File: config.mk
export PLATFORM = sky130hd
export DESIGN_NAME = touch_tap_decoder_flat
export DESIGN_NICKNAME = d
export VERILOG_FILES = /design/src/rtl/touch_tap_if.sv /design/src/rtl/touch_tap_decoder.sv /design/src/flat_wrapper.sv
export SDC_FILE = /design/constraint.sdc
export NUM_CORES = 1
export LEC_CHECK = 0
export CAP_MARGIN = 20
export CELL_PAD_IN_SITES_DETAIL_PLACEMENT = 0
export CELL_PAD_IN_SITES_GLOBAL_PLACEMENT = 1
export CORE_AREA = 2 2 107 130
export CTS_BUF_LIST = sky130_fd_sc_hd__clkbuf_4
export CTS_CLUSTER_DIAMETER = 100
export DETAILED_ROUTE_END_ITERATION = 8
export DIE_AREA = 0 0 109 132
export PLACE_DENSITY = 0.75
export REMOVE_ABC_BUFFERS = 1
export SLEW_MARGIN = 0
export SYNTH_ARGS = -nofsm -noshare
export SYNTH_HDL_FRONTEND = slang
export SYNTH_SLANG_ARGS = --single-unit
File: constraint.sdc
create_clock -name clk -period 4.9 [get_ports clk]
set_input_delay 0.735 -clock clk [delete_from_list [all_inputs] [get_ports clk]]
set_output_delay 0.735 -clock clk [all_outputs]
set_load 0.05 [all_outputs]
File: src/rtl/touch_tap_if.sv
// Touch front-end to tap-decoder bundle: raw touch samples in, clean tap events out.
// master drives the raw touch samples; slave is the decoder.
interface touch_tap_if;
    logic        touch_valid;
    logic [15:0] tp_x_coord;
    logic [15:0] tp_y_coord;
    logic        tap_valid;
    logic [19:0] hit_onehot;
    logic        start_tap;
    logic        miss_tap;
    logic [15:0] tap_x;
    logic [15:0] tap_y;
    logic        busy;

    modport master (
        output touch_valid, tp_x_coord, tp_y_coord,
        input  tap_valid, hit_onehot, start_tap, miss_tap, tap_x, tap_y, busy
    );

    modport slave (
        input  touch_valid, tp_x_coord, tp_y_coord,
        output tap_valid, hit_onehot, start_tap, miss_tap, tap_x, tap_y, busy
    );
endinterface

File: src/rtl/touch_tap_decoder.sv
// Debounces raw touch points into single-cycle tap events (hole hit, start button or miss).
// Optional macro TOUCH_DRIFT_REJECT_EN: restart the press window whenever the touched class changes.
module touch_tap_decoder #(
    parameter int unsigned STABLE_CYCLES  = 500000,
    parameter int unsigned RELEASE_CYCLES = 250000,
    parameter int unsigned GRID_X0        = 80,
    parameter int unsigned GRID_Y0        = 60,
    parameter int unsigned CELL_W         = 128,
    parameter int unsigned CELL_H         = 96,
    parameter int unsigned START_X0       = 300,
    parameter int unsigned START_X1       = 500,
    parameter int unsigned START_Y0       = 420,
    parameter int unsigned START_Y1       = 470
) (
    input  logic        clk,
    input  logic        rst,
    touch_tap_if.slave  tif
);

    localparam int unsigned CNT_MAX = (STABLE_CYCLES > RELEASE_CYCLES) ? STABLE_CYCLES : RELEASE_CYCLES;
    localparam int          CNT_W   = $clog2(CNT_MAX + 1);
    localparam logic [CNT_W-1:0] STABLE_CNT  = CNT_W'(STABLE_CYCLES);
    localparam logic [CNT_W-1:0] RELEASE_CNT = CNT_W'(RELEASE_CYCLES);
    localparam logic [CNT_W-1:0] CNT_ONE     = CNT_W'(1);

    typedef enum logic [2:0] {IDLE, PRESS, FIRE, HOLD, RELEASE} state_e;

    typedef struct packed {
        logic [19:0] hit;
        logic        start;
        logic        miss;
    } class_t;

    state_e           state_q, state_d;
    logic [CNT_W-1:0] cnt_q, cnt_d, cnt_inc;
    logic             valid_q, valid_d;
    logic [15:0]      x_q, x_d, y_q, y_d;
    logic             tap_valid_q, tap_valid_d;
    logic [19:0]      hit_onehot_q, hit_onehot_d;
    logic             start_tap_q, start_tap_d;
    logic             miss_tap_q, miss_tap_d;
    logic [15:0]      tap_x_q, tap_x_d, tap_y_q, tap_y_d;

    logic [31:0] x_w, y_w;
    logic [4:0]  col_sel;
    logic [3:0]  row_sel;
    logic [19:0] grid_hit;
    logic        start_cur, present, class_changed, fire;
    class_t      cls_cur;

    assign x_w     = {16'd0, x_q};
    assign y_w     = {16'd0, y_q};
    assign present = valid_q && ((x_q != 16'd0) || (y_q != 16'd0));

    // Cell bounds are elaboration-time constants, so each cell is just two magnitude compares.
    for (genvar c = 0; c < 5; c++) begin : g_col
        localparam int unsigned LO = GRID_X0 + c * CELL_W;
        localparam int unsigned HI = LO + CELL_W;
        assign col_sel[c] = (x_w >= LO) && (x_w < HI);
    end

    for (genvar r = 0; r < 4; r++) begin : g_row
        localparam int unsigned LO = GRID_Y0 + r * CELL_H;
        localparam int unsigned HI = LO + CELL_H;
        assign row_sel[r] = (y_w >= LO) && (y_w < HI);
        for (genvar c = 0; c < 5; c++) begin : g_cell
            assign grid_hit[r*5 + c] = row_sel[r] & col_sel[c];
        end
    end

    assign start_cur     = (x_w > START_X0) && (x_w < START_X1) && (y_w > START_Y0) && (y_w < START_Y1);
    assign cls_cur.hit   = start_cur ? 20'd0 : grid_hit;
    assign cls_cur.start = start_cur;
    assign cls_cur.miss  = !start_cur && !(|grid_hit);

`ifdef TOUCH_DRIFT_REJECT_EN
    class_t cls_q, cls_d;

    // Tracking in IDLE means cls_q already holds the entry class on the first PRESS cycle.
    assign class_changed = (state_q == PRESS) && (cls_cur != cls_q);
    assign cls_d         = ((state_q == IDLE) || class_changed) ? cls_cur : cls_q;

    always_ff @(posedge clk or posedge rst) begin
        if (rst) cls_q <= '0;
        else     cls_q <= cls_d;
    end
`else
    assign class_changed = 1'b0;
`endif

    assign cnt_inc = (cnt_q == {CNT_W{1'b1}}) ? cnt_q : cnt_q + CNT_ONE;

    // State register: FSM state, counter, input stage and registered outputs.
    always_ff @(posedge clk or posedge rst) begin
        if (rst) begin
            state_q      <= IDLE;
            cnt_q        <= '0;
            valid_q      <= 1'b0;
            x_q          <= '0;
            y_q          <= '0;
            tap_valid_q  <= 1'b0;
            hit_onehot_q <= '0;
            start_tap_q  <= 1'b0;
            miss_tap_q   <= 1'b0;
            tap_x_q      <= '0;
            tap_y_q      <= '0;
        end else begin
            // NOTE: non-blocking so every flop samples the pre-edge values regardless of statement order.
            state_q      <= state_d;
            cnt_q        <= cnt_d;
            valid_q      <= valid_d;
            x_q          <= x_d;
            y_q          <= y_d;
            tap_valid_q  <= tap_valid_d;
            hit_onehot_q <= hit_onehot_d;
            start_tap_q  <= start_tap_d;
            miss_tap_q   <= miss_tap_d;
            tap_x_q      <= tap_x_d;
            tap_y_q      <= tap_y_d;
        end
    end

    // Next-state logic.
    always_comb begin
        // NOTE: defaults first, so no path through the case leaves a signal unassigned (no latches).
        state_d = state_q;
        cnt_d   = cnt_q;
        valid_d = tif.touch_valid;
        x_d     = tif.tp_x_coord;
        y_d     = tif.tp_y_coord;
        unique case (state_q)
            IDLE: begin
                cnt_d = '0;
                if (present) begin
                    state_d = PRESS;
                    cnt_d   = CNT_ONE;
                end
            end
            PRESS: begin
                if (!present) begin
                    state_d = IDLE;
                    cnt_d   = '0;
                end else if (class_changed) begin
                    cnt_d = CNT_ONE;
                end else if (cnt_q == STABLE_CNT) begin
                    state_d = FIRE;
                    cnt_d   = '0;
                end else begin
                    cnt_d = cnt_inc;
                end
            end
            FIRE: begin
                state_d = HOLD;
                cnt_d   = '0;
            end
            HOLD: begin
                if (!present) begin
                    state_d = RELEASE;
                    cnt_d   = CNT_ONE;
                end
            end
            RELEASE: begin
                if (present) begin
                    state_d = HOLD;
                    cnt_d   = '0;
                end else if (cnt_q == RELEASE_CNT) begin
                    state_d = IDLE;
                    cnt_d   = '0;
                end else begin
                    cnt_d = cnt_inc;
                end
            end
            default: begin
                state_d = IDLE;
                cnt_d   = '0;
            end
        endcase
    end

    // Outputs are loaded on the edge that enters FIRE, so the pulse coincides with the FIRE state.
    always_comb begin
        fire         = (state_d == FIRE);
        tap_valid_d  = fire;
        hit_onehot_d = fire ? cls_cur.hit : 20'd0;
        start_tap_d  = fire && cls_cur.start;
        miss_tap_d   = fire && cls_cur.miss;
        tap_x_d      = fire ? x_q : tap_x_q;
        tap_y_d      = fire ? y_q : tap_y_q;
    end

    assign tif.tap_valid  = tap_valid_q;
    assign tif.hit_onehot = hit_onehot_q;
    assign tif.start_tap  = start_tap_q;
    assign tif.miss_tap   = miss_tap_q;
    assign tif.tap_x      = tap_x_q;
    assign tif.tap_y      = tap_y_q;
    assign tif.busy       = (state_q != IDLE);

endmodule

File: src/flat_wrapper.sv
// flat-port wrapper written by rule: the top's interface ports become plain ports
module touch_tap_decoder_flat 
#(
    parameter int unsigned STABLE_CYCLES  = 500000,
    parameter int unsigned RELEASE_CYCLES = 250000,
    parameter int unsigned GRID_X0        = 80,
    parameter int unsigned GRID_Y0        = 60,
    parameter int unsigned CELL_W         = 128,
    parameter int unsigned CELL_H         = 96,
    parameter int unsigned START_X0       = 300,
    parameter int unsigned START_X1       = 500,
    parameter int unsigned START_Y0       = 420,
    parameter int unsigned START_Y1       = 470
)
  (clk, rst, tif_touch_valid, tif_tp_x_coord, tif_tp_y_coord, tif_tap_valid, tif_hit_onehot, tif_start_tap, tif_miss_tap, tif_tap_x, tif_tap_y, tif_busy);
  touch_tap_if tif_i ();
  input  logic clk;
  input  logic rst;
  input wire logic [$bits(tif_i.touch_valid)-1:0] tif_touch_valid;
  input wire logic [$bits(tif_i.tp_x_coord)-1:0] tif_tp_x_coord;
  input wire logic [$bits(tif_i.tp_y_coord)-1:0] tif_tp_y_coord;
  output wire logic [$bits(tif_i.tap_valid)-1:0] tif_tap_valid;
  output wire logic [$bits(tif_i.hit_onehot)-1:0] tif_hit_onehot;
  output wire logic [$bits(tif_i.start_tap)-1:0] tif_start_tap;
  output wire logic [$bits(tif_i.miss_tap)-1:0] tif_miss_tap;
  output wire logic [$bits(tif_i.tap_x)-1:0] tif_tap_x;
  output wire logic [$bits(tif_i.tap_y)-1:0] tif_tap_y;
  output wire logic [$bits(tif_i.busy)-1:0] tif_busy;
  assign tif_i.touch_valid = tif_touch_valid;
  assign tif_i.tp_x_coord = tif_tp_x_coord;
  assign tif_i.tp_y_coord = tif_tp_y_coord;
  assign tif_tap_valid = tif_i.tap_valid;
  assign tif_hit_onehot = tif_i.hit_onehot;
  assign tif_start_tap = tif_i.start_tap;
  assign tif_miss_tap = tif_i.miss_tap;
  assign tif_tap_x = tif_i.tap_x;
  assign tif_tap_y = tif_i.tap_y;
  assign tif_busy = tif_i.busy;
  touch_tap_decoder #(.STABLE_CYCLES(STABLE_CYCLES), .RELEASE_CYCLES(RELEASE_CYCLES), .GRID_X0(GRID_X0), .GRID_Y0(GRID_Y0), .CELL_W(CELL_W), .CELL_H(CELL_H), .START_X0(START_X0), .START_X1(START_X1), .START_Y0(START_Y0), .START_Y1(START_Y1)) u_core (.clk(clk), .rst(rst), .tif(tif_i));
endmodule
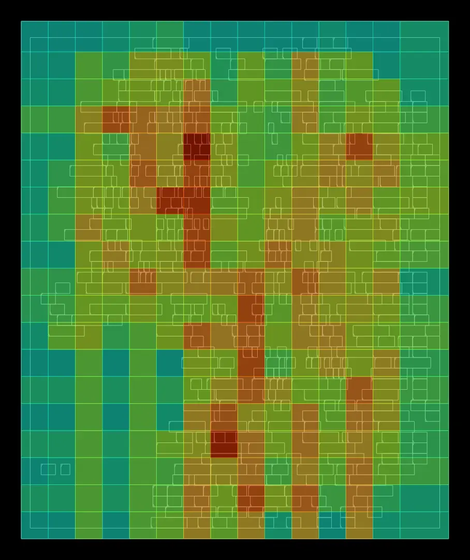
Figure 1: run 1, routing congestion.
GR Util met3: 2.521%
post-DR wirelength/cell: 16.25 um
GR Layer Usage met1: 19.58%
GR peak layer: met2

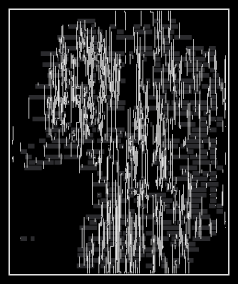
Figure 2: run 1, the metal 2 layer.
Scale: 2 px per um.
main direction	vertical
nets with wire on the layer	465
longest straight run	61.2 um
share of all routed wire	52%
wire length on this layer	5,610 um

==> impl_metrics.ini, run 1 <==
; implementation run metrics
[floorplan]
chip_area_mm2 = 0.01439
core_mm2 = 0.01307
fp-row-count = 46
tap-cell-count = 168
die_w_um = 109

[power]
cellPowerDensity_mw_per_mm2 = 246.2
seq_power_share_pct = 65.7
combinationalPower_uw = 94.3
peakVddDrop_v = 0.00009442
power_mw = 1.437
switchingPower_uw = 360.8
power_frac_comb_pct = 6.6
pwr-share-clk_pct = 27.7
seq_power_uw = 944
power_leader = sequential cells
pg_clk_uw = 399

[final_layout]
final_cell_area_mm2 = 0.005837
area_growth_pct = 26.29
regArea_mm2 = 0.002753
layout-drive-gt1-share_pct = 11.90
nets = 529
comb_cells = 264
buffer_area_share_pct = 16.29
clkCellAreaFrac_pct = 1.972
buffers_excl_clock = 94

[routing]
wl_met3_um = 414
wirelength_um = 10790
via_count = 3397
drcViolationCount = 0
drt_first_pass_iters = 4
first_iter_violations = 140
top_layer = met4

[synthesis]
synthAoiAreaFrac_pct = 9.069
mux_area_share_pct = 8.663
ys_chip_area_mm2 = 0.004622
yosysWarnings = 0
synthArstFlopShare_pct = 100.0
largest_area_cell = dfrtp_1
top_area_share_pct = 59.56
logic_family = simple AND/OR/NAND/NOR gates
ys_seq_share_pct = 59.56
netlist_area_mm2 = 0.004622
ys_cells = 401
syn_area_per_cell_um2 = 11.53

[worst_hold_path]
min_path_cells = 1
hold_path_end = u_core.tif.tap_x[10]

[setup_path]
crit_family = simple AND/OR/NAND/NOR gates
worstSetupEndpointType = flop
cp-start-kind = flop
endpoint = u_core.tif.hit_onehot[6]
rrSetupSlack_ns = 1.39
critPathBufInv = 2
cp.depth = 8
path_class = flop to flop

[grt]
grt_start_max_net_pins = 79
grt-ovfl-total = 0
antenna_found_initial = 0
grt_pass1_vias = 3411
grt_first_pass_wirelength_um = 17350

[final_timing]
hold_viol = 0
maxSlewViolCount = 0
max-slew-margin-rel_pct = 40.15
timing.final.ws_setup_ns = 1.390
tightest_slew_ns = 0.8918
rsz0062_at_grt = no
setup_tns_ns = 0

[clocking]
clockRootBuffer = clkbuf_4
cts_buffers = 9

[place]
routabilityCongestion = 0.8603
placedCellCount = 648
place_ws_ns = 1.419

[run_status]
outcome = complete, no violations
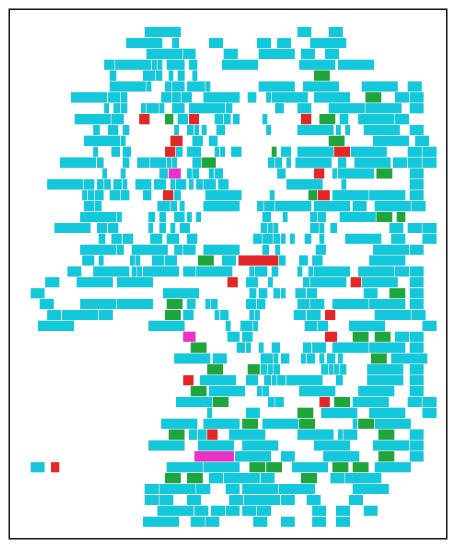
Figure 3: run 1, drive-strength map.
Scale: 4 px per um.
colour	size	cells	share
cyan	x1 and smaller	437	88%
magenta	x6 and larger	3	0.60%
green	x2	38	7.7%
red	x3 and x4	18	3.6%

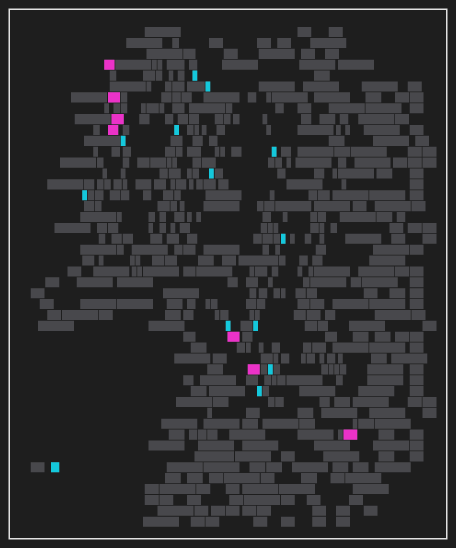
Figure 4: run 1, gate-type map.
Scale: 4 px per um.
colour	family	cells
magenta	non-inverting ao/oa cells	7
cyan	inv cells	13
most numerous logic cell after layout: dfrtp_1
Comb/total area: 30.10%
post-route insts no fill: 664

==> inputs of run 2 (changes only) <==
--- a/config.mk
+++ b/config.mk
@@ -13,7 +13,7 @@
 export CTS_CLUSTER_DIAMETER = 100
 export DETAILED_ROUTE_END_ITERATION = 8
 export DIE_AREA = 0 0 109 132
-export PLACE_DENSITY = 0.75
+export PLACE_DENSITY = 0.78
 export REMOVE_ABC_BUFFERS = 1
 export SLEW_MARGIN = 0
 export SYNTH_ARGS = -nofsm -noshare
==> constraint.sdc (replaced) <==
create_clock -name clk -period 3.1 [get_ports clk]
set_input_delay 0.465 -clock clk [delete_from_list [all_inputs] [get_ports clk]]
set_output_delay 0.465 -clock clk [all_outputs]
set_load 0.05 [all_outputs]
==> impl_metrics.ini, run 2 <==
; implementation run metrics
[run_status]
outcome = complete, no violations

[grt]
grt_first_pass_wirelength_um = 17970
met3_usage_pct = 3.361
antenna_found_initial = 0
grt_start_max_net_pins = 53
grt-ovfl-total = 0
grt_pass1_vias = 3644
grt-busiest-layer = met2

[synthesis]
synth-adder-area-share_pct = 0.5414
synth-xor-area-share_pct = 1.705
yosysWarnings = 0
synthAoiAreaFrac_pct = 9.069
synth-main-ff-cell = dfrtp_1
syn_inst = 401
netlist_area_mm2 = 0.004622
ys_seq_share_pct = 59.56
largest_area_cell = dfrtp_1
syn_area_per_cell_um2 = 11.53
synthArstFlopShare_pct = 100.0
mux_area_share_pct = 8.663
top_area_share_pct = 59.56
simple_gate_area_share_pct = 18.03
logic_family = simple AND/OR/NAND/NOR gates
ys_chip_area_mm2 = 0.004622
topCellsByArea = dfrtp_1 60%, mux2_2 7.8%, nor2_1 3.8%
ys_cells = 401
ys.flops = 110

[routing]
drt_first_pass_iters = 4
drtAntennaViolNets = 0
top_layer = met4
vias_per_cell = 5.072
wl_met1_um = 4389
first_iter_violations = 141
wl_met3_um = 396
wirelength_um = 10840
wl_met2_um = 5771
drcViolationCount = 0
via_count = 3444

[final_layout]
fin_cells = 679
clkCellAreaFrac_pct = 2.345
antenna_cells = 0
comb-cell-share_pct = 29.43
num-clock-buffers = 11
largest_reg_flops = 20
buffers_excl_clock = 108
final_common_cell = dfrtp_1
regArea_mm2 = 0.002753
nets = 543
most-common-layout-cells = 110 x dfrtp_1, 90 x clkdlybuf4s50_1, 46 x nor2_1, 32 x mux2_2, 20 x nand2_1
logic_area_mm2 = 0.001759
buffer_area_share_pct = 17.75
comb_cells = 264
inverters = 13
layout-drive-gt1-share_pct = 14.68
flops = 110
area_growth_pct = 29.32
final_cell_area_mm2 = 0.005977
nFillCells = 1222

[setup_path]
rrSetupSlack_ns = 0.23
cp.depth = 7
critPathBufInv = 1
worstPathMaxFanout = 7
path_class = flop to flop
r2r_end = u_core.cnt_q[9]
r2r_start = u_core.x_q[15]
cpPeakStageDelay_ns = 0.56
crit_family = simple AND/OR/NAND/NOR gates
rr_worst_depth = 7
required_ns = 3.49
crit_chain = or4_4 -> or3_1 -> o41ai_4 -> buf_4 -> o21ai_1 -> or4_1 -> a21oi_1
crit_slowest_cell = or4_4
endpoint = u_core.cnt_q[9]
worstSetupEndpointType = flop
crit_start = u_core.x_q[15]
cp-start-kind = flop

[final_timing]
timing.final.ws_setup_ns = 0.2311
max-slew-margin-rel_pct = 56.25
layout_min_cycle_time_ns = 2.869
tightest_slew_ns = 0.6556
hold_viol = 0
maxSlewViolCount = 0
rsz0062_at_grt = no
setup_viol = 0
period_used_pct = 92.54
fmax_ghz = 0.3486
setup_tns_ns = 0
fin_worst_skew_ns = 0.01235
fin_hold_ws_ns = 0.4236

[power]
seq_power_mw = 1.49
peakVddDrop_v = 0.0001570
power_frac_comb_pct = 6.6
pwr-share-clk_pct = 30.3
swShare_pct = 23.70
power_mw = 2.361
pg_clk_uw = 716
seq_power_share_pct = 63.0
internal_power_mw = 1.801
cellPowerDensity_mw_per_mm2 = 395.0
power_leader = sequential cells
combinationalPower_uw = 157
switchingPower_uw = 559.5
p_leak_nw = 2.540

[clocking]
clockRootBuffer = clkbuf_4
h-tree-depth = 3
cts_buffer_depth = 2
cts_resized = 2
postCtsSetupBuffers = 0
cts_buffers = 9
clock.latency.late_pin_ns = 0.45
clock-sinks = 110
cts_tree = built

[place]
place_hpwl_um = 8141
place_ws_ns = -0.06620
io_buffers = 90
placedCellCount = 663
routabilityCongestion = 0.9074
placed_area_mm2 = 0.005832

[worst_hold_path]
hold_class = input port to asynchronous set/reset pin

[floorplan]
die_w_um = 109
tap-cell-count = 168
fp-row-count = 46
chip_area_mm2 = 0.01439
die_h_um = 132
top_level_ports = 91
fp_util_pct = 35.38
core_mm2 = 0.01307

[flow_run]
warnings = 26
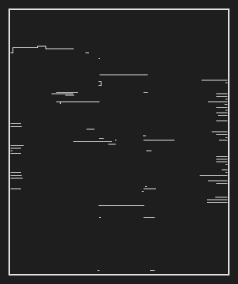
Figure 5: run 2, metal 3.
Scale: 2 px per um.
wire length on this layer	397 um
share of all routed wire	3.7%
main direction	horizontal
nets with wire on the layer	51
longest straight run	23.9 um

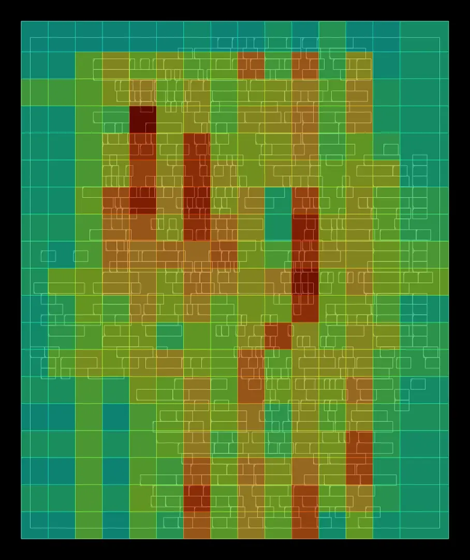
Figure 6: run 2, routing congestion.
GR Layer Usage met1: 18.78%
post-DR wirelength/cell: 15.96 um
Util after Layout: 45.75%
GR met2 Demand/Resource: 27.92%
gr usage total: 15.94%

Power is estimated from default activity; no workload was simulated.
